==> src/rtl/rst_seq_pkg.sv <==
// rst_seq_pkg -- shared types and constants for the reset sequencer.
//   rst_seq_state_e : FSM state encoding (also exported on state_o).
//   LockLossCntW    : width of the saturating lock-loss counter.
//   Def*            : default parameter values for rst_sequencer.
//   cnt_w()         : counter width helper, $clog2 of terminal value, min 1.
package rst_seq_pkg;

   typedef enum logic [2:0] {
      ST_HOLD     = 3'd0,
      ST_DEBOUNCE = 3'd1,
      ST_RELEASE  = 3'd2,
      ST_RUN      = 3'd3,
      ST_SW_HOLD  = 3'd4
   } rst_seq_state_e;

   localparam int LockLossCntW     = 8;

   localparam int DefNumDomains    = 3;
   localparam int DefLockDebounce  = 256;
   localparam int DefStageGap      = 16;
   localparam int DefSwRstHold     = 32;
   localparam int DefLockTimeout   = 65536;

   function automatic int cnt_w(input int terminal);
      return (terminal > 1) ? $clog2(terminal) : 1;
   endfunction

endpackage

==> src/rtl/rst_seq_sync.sv <==
// rst_seq_sync -- generic 2-flop synchroniser.
//   clk_i : destination clock
//   rst_i : synchronous active-high reset, clears both stages to 0
//   d_i   : asynchronous input, Width bits
//   q_o   : synchronised output, Width bits
module rst_seq_sync #(
   parameter int Width = 1
) (
   input  logic             clk_i,
   input  logic             rst_i,
   input  logic [Width-1:0] d_i,
   output logic [Width-1:0] q_o
);

   logic [Width-1:0] meta_q;
   logic [Width-1:0] sync_q;

   always_ff @(posedge clk_i) begin
      if (rst_i) begin
         meta_q <= '0;
         sync_q <= '0;
      end else begin
         meta_q <= d_i;
         sync_q <= meta_q;
      end
   end

   assign q_o = sync_q;

endmodule

==> src/rtl/rst_sequencer.sv <==
// rst_sequencer -- debounced, staggered per-domain reset release after PLL lock.
//   clk_i           : main clock
//   rst_i           : synchronous active-high reset
//   locked_i        : PLL/MMCM lock, asynchronous to clk_i
//   sw_rst_req_i    : single-cycle software reset request
//   rst_no          : per-domain active-low resets, registered
//   all_released_o  : every domain out of reset
//   state_o         : FSM state, debug
//   lock_loss_cnt_o : saturating count of lock losses after first release
//   lock_timeout_o  : sticky lock timeout flag
// Optional: define RST_SEQ_WDOG_EN to build the DEBOUNCE watchdog timer
// (parameter LockTimeout); otherwise lock_timeout_o is tied to 0.
module rst_sequencer
   import rst_seq_pkg::*;
#(
   parameter int NumDomains   = DefNumDomains,
   parameter int LockDebounce = DefLockDebounce,
   parameter int StageGap     = DefStageGap,
   parameter int SwRstHold    = DefSwRstHold
`ifdef RST_SEQ_WDOG_EN
   ,
   parameter int LockTimeout  = DefLockTimeout
`endif
) (
   input  logic                    clk_i,
   input  logic                    rst_i,
   input  logic                    locked_i,
   input  logic                    sw_rst_req_i,
   output logic [NumDomains-1:0]   rst_no,
   output logic                    all_released_o,
   output logic [2:0]              state_o,
   output logic [LockLossCntW-1:0] lock_loss_cnt_o,
   output logic                    lock_timeout_o
);

   localparam int DebW  = cnt_w(LockDebounce);
   localparam int GapW  = cnt_w(StageGap);
   localparam int IdxW  = cnt_w(NumDomains);
   localparam int HoldW = cnt_w(SwRstHold);

   localparam logic [DebW-1:0]  DebLast  = DebW'(LockDebounce - 1);
   localparam logic [GapW-1:0]  GapLast  = GapW'(StageGap - 1);
   localparam logic [IdxW-1:0]  IdxLast  = IdxW'(NumDomains - 1);
   localparam logic [HoldW-1:0] HoldLast = HoldW'(SwRstHold - 1);

   logic lock_q;

   rst_seq_sync #(.Width(1)) u_lock_sync (
      .clk_i (clk_i),
      .rst_i (rst_i),
      .d_i   (locked_i),
      .q_o   (lock_q)
   );

   rst_seq_state_e           state_q, state_d;
   logic [DebW-1:0]          deb_q,   deb_d;
   logic [GapW-1:0]          gap_q,   gap_d;
   logic [IdxW-1:0]          idx_q,   idx_d;
   logic [HoldW-1:0]         hold_q,  hold_d;
   logic [NumDomains-1:0]    rst_n_q, rst_n_d;
   logic                     rel_q,   rel_d;
   logic [LockLossCntW-1:0]  loss_q,  loss_d;

   always_ff @(posedge clk_i) begin
      if (rst_i) begin
         state_q <= ST_HOLD;
         deb_q   <= '0;
         gap_q   <= '0;
         idx_q   <= '0;
         hold_q  <= '0;
         rst_n_q <= '0;
         rel_q   <= 1'b0;
         loss_q  <= '0;
      end else begin
         state_q <= state_d;
         deb_q   <= deb_d;
         gap_q   <= gap_d;
         idx_q   <= idx_d;
         hold_q  <= hold_d;
         rst_n_q <= rst_n_d;
         rel_q   <= rel_d;
         loss_q  <= loss_d;
      end
   end

   always_comb begin
      state_d = state_q;
      deb_d   = deb_q;
      gap_d   = gap_q;
      idx_d   = idx_q;
      hold_d  = hold_q;
      rst_n_d = rst_n_q;
      rel_d   = rel_q;
      loss_d  = loss_q;

      unique case (state_q)
         ST_HOLD: begin
            state_d = ST_DEBOUNCE;
            deb_d   = '0;
         end

         ST_DEBOUNCE: begin
            if (!lock_q) begin
               deb_d = '0;
            end else if (deb_q == DebLast) begin
               state_d = ST_RELEASE;
               deb_d   = '0;
               idx_d   = '0;
               gap_d   = '0;
            end else begin
               deb_d = deb_q + 1'b1;
            end
         end

         ST_RELEASE, ST_RUN, ST_SW_HOLD: begin
            if (!lock_q) begin
               // lock loss wins over a simultaneous software request
               state_d = ST_DEBOUNCE;
               deb_d   = '0;
               rst_n_d = '0;
               rel_d   = 1'b0;
               if (loss_q != '1) loss_d = loss_q + 1'b1;
            end else if (sw_rst_req_i && state_q != ST_SW_HOLD) begin
               state_d = ST_SW_HOLD;
               hold_d  = '0;
               rst_n_d = '0;
               rel_d   = 1'b0;
            end else if (state_q == ST_RELEASE) begin
               if (gap_q == GapLast) begin
                  gap_d   = '0;
                  // releasing by OR keeps lower domains released
                  rst_n_d = rst_n_q | (NumDomains'(1) << idx_q);
                  if (idx_q == IdxLast) begin
                     state_d = ST_RUN;
                     rel_d   = 1'b1;
                  end else begin
                     idx_d = idx_q + 1'b1;
                  end
               end else begin
                  gap_d = gap_q + 1'b1;
               end
            end else if (state_q == ST_SW_HOLD) begin
               if (hold_q == HoldLast) begin
                  state_d = ST_RELEASE;
                  hold_d  = '0;
                  idx_d   = '0;
                  gap_d   = '0;
               end else begin
                  hold_d = hold_q + 1'b1;
               end
            end
         end

         default: begin
            state_d = ST_HOLD;
            rst_n_d = '0;
            rel_d   = 1'b0;
         end
      endcase
   end

   assign rst_no          = rst_n_q;
   assign all_released_o  = rel_q;
   assign state_o         = state_q;
   assign lock_loss_cnt_o = loss_q;

`ifdef RST_SEQ_WDOG_EN
   localparam int WdogW = cnt_w(LockTimeout);
   localparam logic [WdogW-1:0] WdogLast = WdogW'(LockTimeout - 1);

   logic [WdogW-1:0] wdog_q;
   logic             tout_q;

   // Timer stops at its terminal value rather than wrapping.
   always_ff @(posedge clk_i) begin
      if (rst_i) begin
         wdog_q <= '0;
         tout_q <= 1'b0;
      end else if (state_q == ST_DEBOUNCE) begin
         if (wdog_q == WdogLast) tout_q <= 1'b1;
         else                    wdog_q <= wdog_q + 1'b1;
      end else begin
         wdog_q <= '0;
      end
   end

   assign lock_timeout_o = tout_q;
`else
   assign lock_timeout_o = 1'b0;
`endif

endmodule

==> config.mk <==
export PLATFORM = sky130hd
export DESIGN_NAME = rst_sequencer
export DESIGN_NICKNAME = d
export VERILOG_FILES = /design/src/rtl/rst_seq_pkg.sv /design/src/rtl/rst_seq_sync.sv /design/src/rtl/rst_sequencer.sv
export SDC_FILE = /design/constraint.sdc
export NUM_CORES = 1
export LEC_CHECK = 0
export CAP_MARGIN = 15
export CORE_ASPECT_RATIO = 0.8
export CORE_UTILIZATION = 45
export CTS_BUF_LIST = sky130_fd_sc_hd__clkbuf_4
export DETAILED_ROUTE_END_ITERATION = 10
export PLACE_DENSITY = 0.68
export SYNTH_ARGS = -nofsm -noshare
export SYNTH_HDL_FRONTEND = slang
export SYNTH_SLANG_ARGS = --single-unit
==> constraint.sdc <==
create_clock -name clk_i -period 1.85 [get_ports clk_i]
set_input_delay 0.4625 -clock clk_i [delete_from_list [all_inputs] [get_ports clk_i]]
set_output_delay 0.4625 -clock clk_i [all_outputs]
set_load 0.05 [all_outputs]
wire_density.png
Drawn at 4 px/um. 15 x 12 tiles, from dark purple (low) to yellow (high), scaled to the fullest tile. Values are wire area over tile area, all layers added.
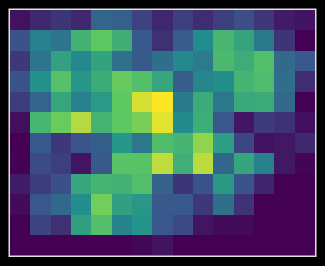
The emptiest ninth of the die: bottom right. 16% of the tiles are nearly empty. The densest ninth of the die: middle. The mean over all tiles is 0.13. The fullest tile reaches 0.39.

metal_stack.png
Drawn at 4 px/um. Two of the layers only.
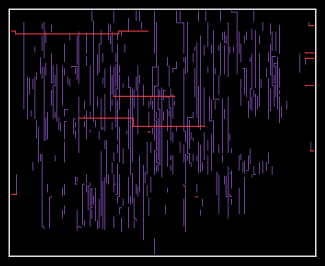
Key: met3 = red [wire length 93.6 um]; met2 = purple [wire length 1770 um]

==> flow_summary.ini <==
; synthesis and place-and-route metrics
[status]
status = finished, final reports clean

[clock_tree]
cts_resized = 0
root_buffer = clkbuf_4
cts_made_buffers = 5
cts_tree = built
cts_sinks = 36
ctsLongestPathBuffers = 2
cts_max_level = 2

[synth]
synth_nets = 236
synthesis.area_sq_um = 1980
ys.flop_type = dfxtp_1
synth.yosys.num_cells = 224
yosysWarnings = 0
yosysSeqAreaShare_pct = 36.3
syn-instance-count = 224
edf_count = 0

[min_path]
hold_path_class = flip-flop to flip-flop
worstHoldStart = u_lock_sync.meta_q$_SDFF_PP0_

[worst_setup_path]
critical_path.cell_chain = ha_1, and3_1, ha_1, inv_1, nand2_1, o211a_1, a2111oi_2
crit_end = state_o[0]$_SDFFE_PP0P_
cp-start-kind = flip-flop
cp_max_fo = 3
r2r_end = state_o[0]$_SDFFE_PP0P_
crit_buf_inv = 1
critPathKind = flip-flop to flip-flop
crit_start = hold_q[0]$_SDFFE_PP0P_
slowest_delay_ns = 0.35

[sta]
period_minus_slack_ns = 1.72
tns_ns = 0
period_used_pct = 93.1
finalWorstSetupSlack_ns = 0.127
slew_viol_final = 0

[floorplanning]
fp_util_pct = 47.2
ios = 20
chip_area_sq_um = 4680
core-area_sq_um = 4200
die_w_um = 76.2

[final_layout]
fin_util_pct = 56.7
buf_share_pct = 13.9
clkbuf_count = 6
drive_gt1_share_pct = 24.0
most-common-layout-cells = 32 x buf_4, 31 x dfxtp_1, 16 x nor2_1
area_growth_syn_to_layout_pct = 20.2
largestClassByArea = combinational gates
final_area_sq_um = 2380
fin_nets = 270

[place]
place_area_sq_um = 2320
dpl.cell_count = 308
dp_hpwl_um = 3030
gp_congestion = 0.801

[detailed_routing]
drt_iter0_markers = 62
wl_um = 4040
ant_nets = 0

[global_route]
grt_pass1_vias = 1471
grt_pass1_wl_um = 6760

[power_and_ir_drop]
p_leak_nw = 0.932
zoom.png
Window x 23 to 53, y 16 to 46 um. Cells in gray, sequential cells in the stronger gray; small squares are vias.
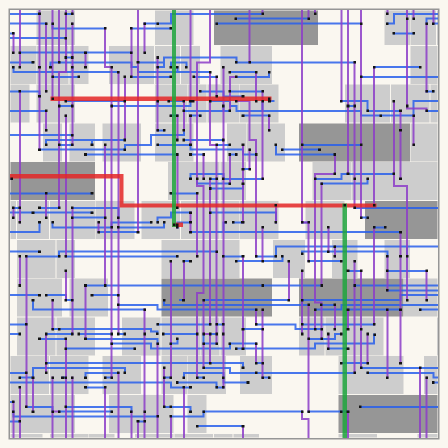
Key: met3 = red; met1 = blue; met2 = purple; met4 = green
Netlist names of flops here include `state_o` (3), `hold_q` (2). 73 logic cells have their middle in the window. Sequential cells in the window: 7. Most frequent: buf_4 (13), a21oi_1 (5).

gate_families.png
Drawn at 4 px/um.
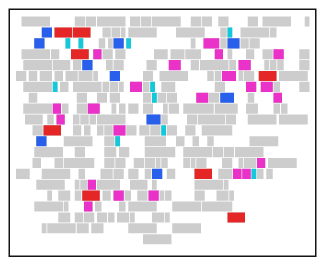
Key: adder and majority cells = red [cells 8, where spread over the die]; inverters = cyan [cells 10]; AND-OR and OR-AND gates = blue [cells 10]; AND and OR gates = magenta [cells 23]

-- per-layer routing --
layer	vias up	GRT usage (%)	wire length (um)
met3	4	4.89	93
met5	-	0	0
met2	13	28.2	1770
met1	795	25.5	2130
li1	896	-	-
met4	0	7.42	42
-- kinds of logic after synthesis --
| logic type | Yosys count | synth area share, % |
|---|---|---|
| AND-OR/OR-AND | 69 | 23.7 |
| XOR/XNOR | 7 | 3.09 |
| adder cells (fa/ha/maj) | 8 | 5.05 |
| buffers and inverters | 21 | 5.17 |
| flip-flops | 36 | 36.3 |
| multiplexers | 4 | 2.08 |
| other | 1 | 0.189 |
| AND/OR/NAND/NOR | 78 | 24.4 |
-- worst register-to-register path: stages, from the launching register on --
cell and delay (ns):
dfxtp_2 0.35, ha_1 0.20, and3_1 0.19, ha_1 0.22, inv_1 0.08, nand2_1 0.06
o211a_1 0.22, a2111oi_2 0.31
-- report_power, final --
group / total (mW) / internal, mW / leakage [nW] / switching (mW)
clock network: 0.405 / 0.155 / 0.0315 / 0.251
logic: 0.190 / 0.0870 / 0.607 / 0.103
registers: 0.813 / 0.787 / 0.293 / 0.0263
-- cells in the mapped netlist (6+ instances only) --
library cell  count  area share [%]
o21ai_0           7             1.8
o21ai_1           6             1.5
ha_1              8             5.0
dfxtp_1          36              36
xor2_1            7             3.1
inv_1             9             1.7
a31oi_1           7             2.2
nand2b_1          7             2.2
nand2_1           7             1.3
nor2_1           16             3.0
and3_1            6             1.9
nand3_1           6             1.5
a21oi_1          15             3.8
-- sequential cells by signal (all words and copies together), names as in the netlist --
register and flops:
all_released_o 1, deb_q 8, gap_q 4, hold_q 5
idx_q 2, lock_loss_cnt_o 8, rst_no 3, state_o 3
u_lock_sync.meta_q 1, u_lock_sync.q_o 1
Power figures rest on the tool's default switching activity, not on a simulated workload.
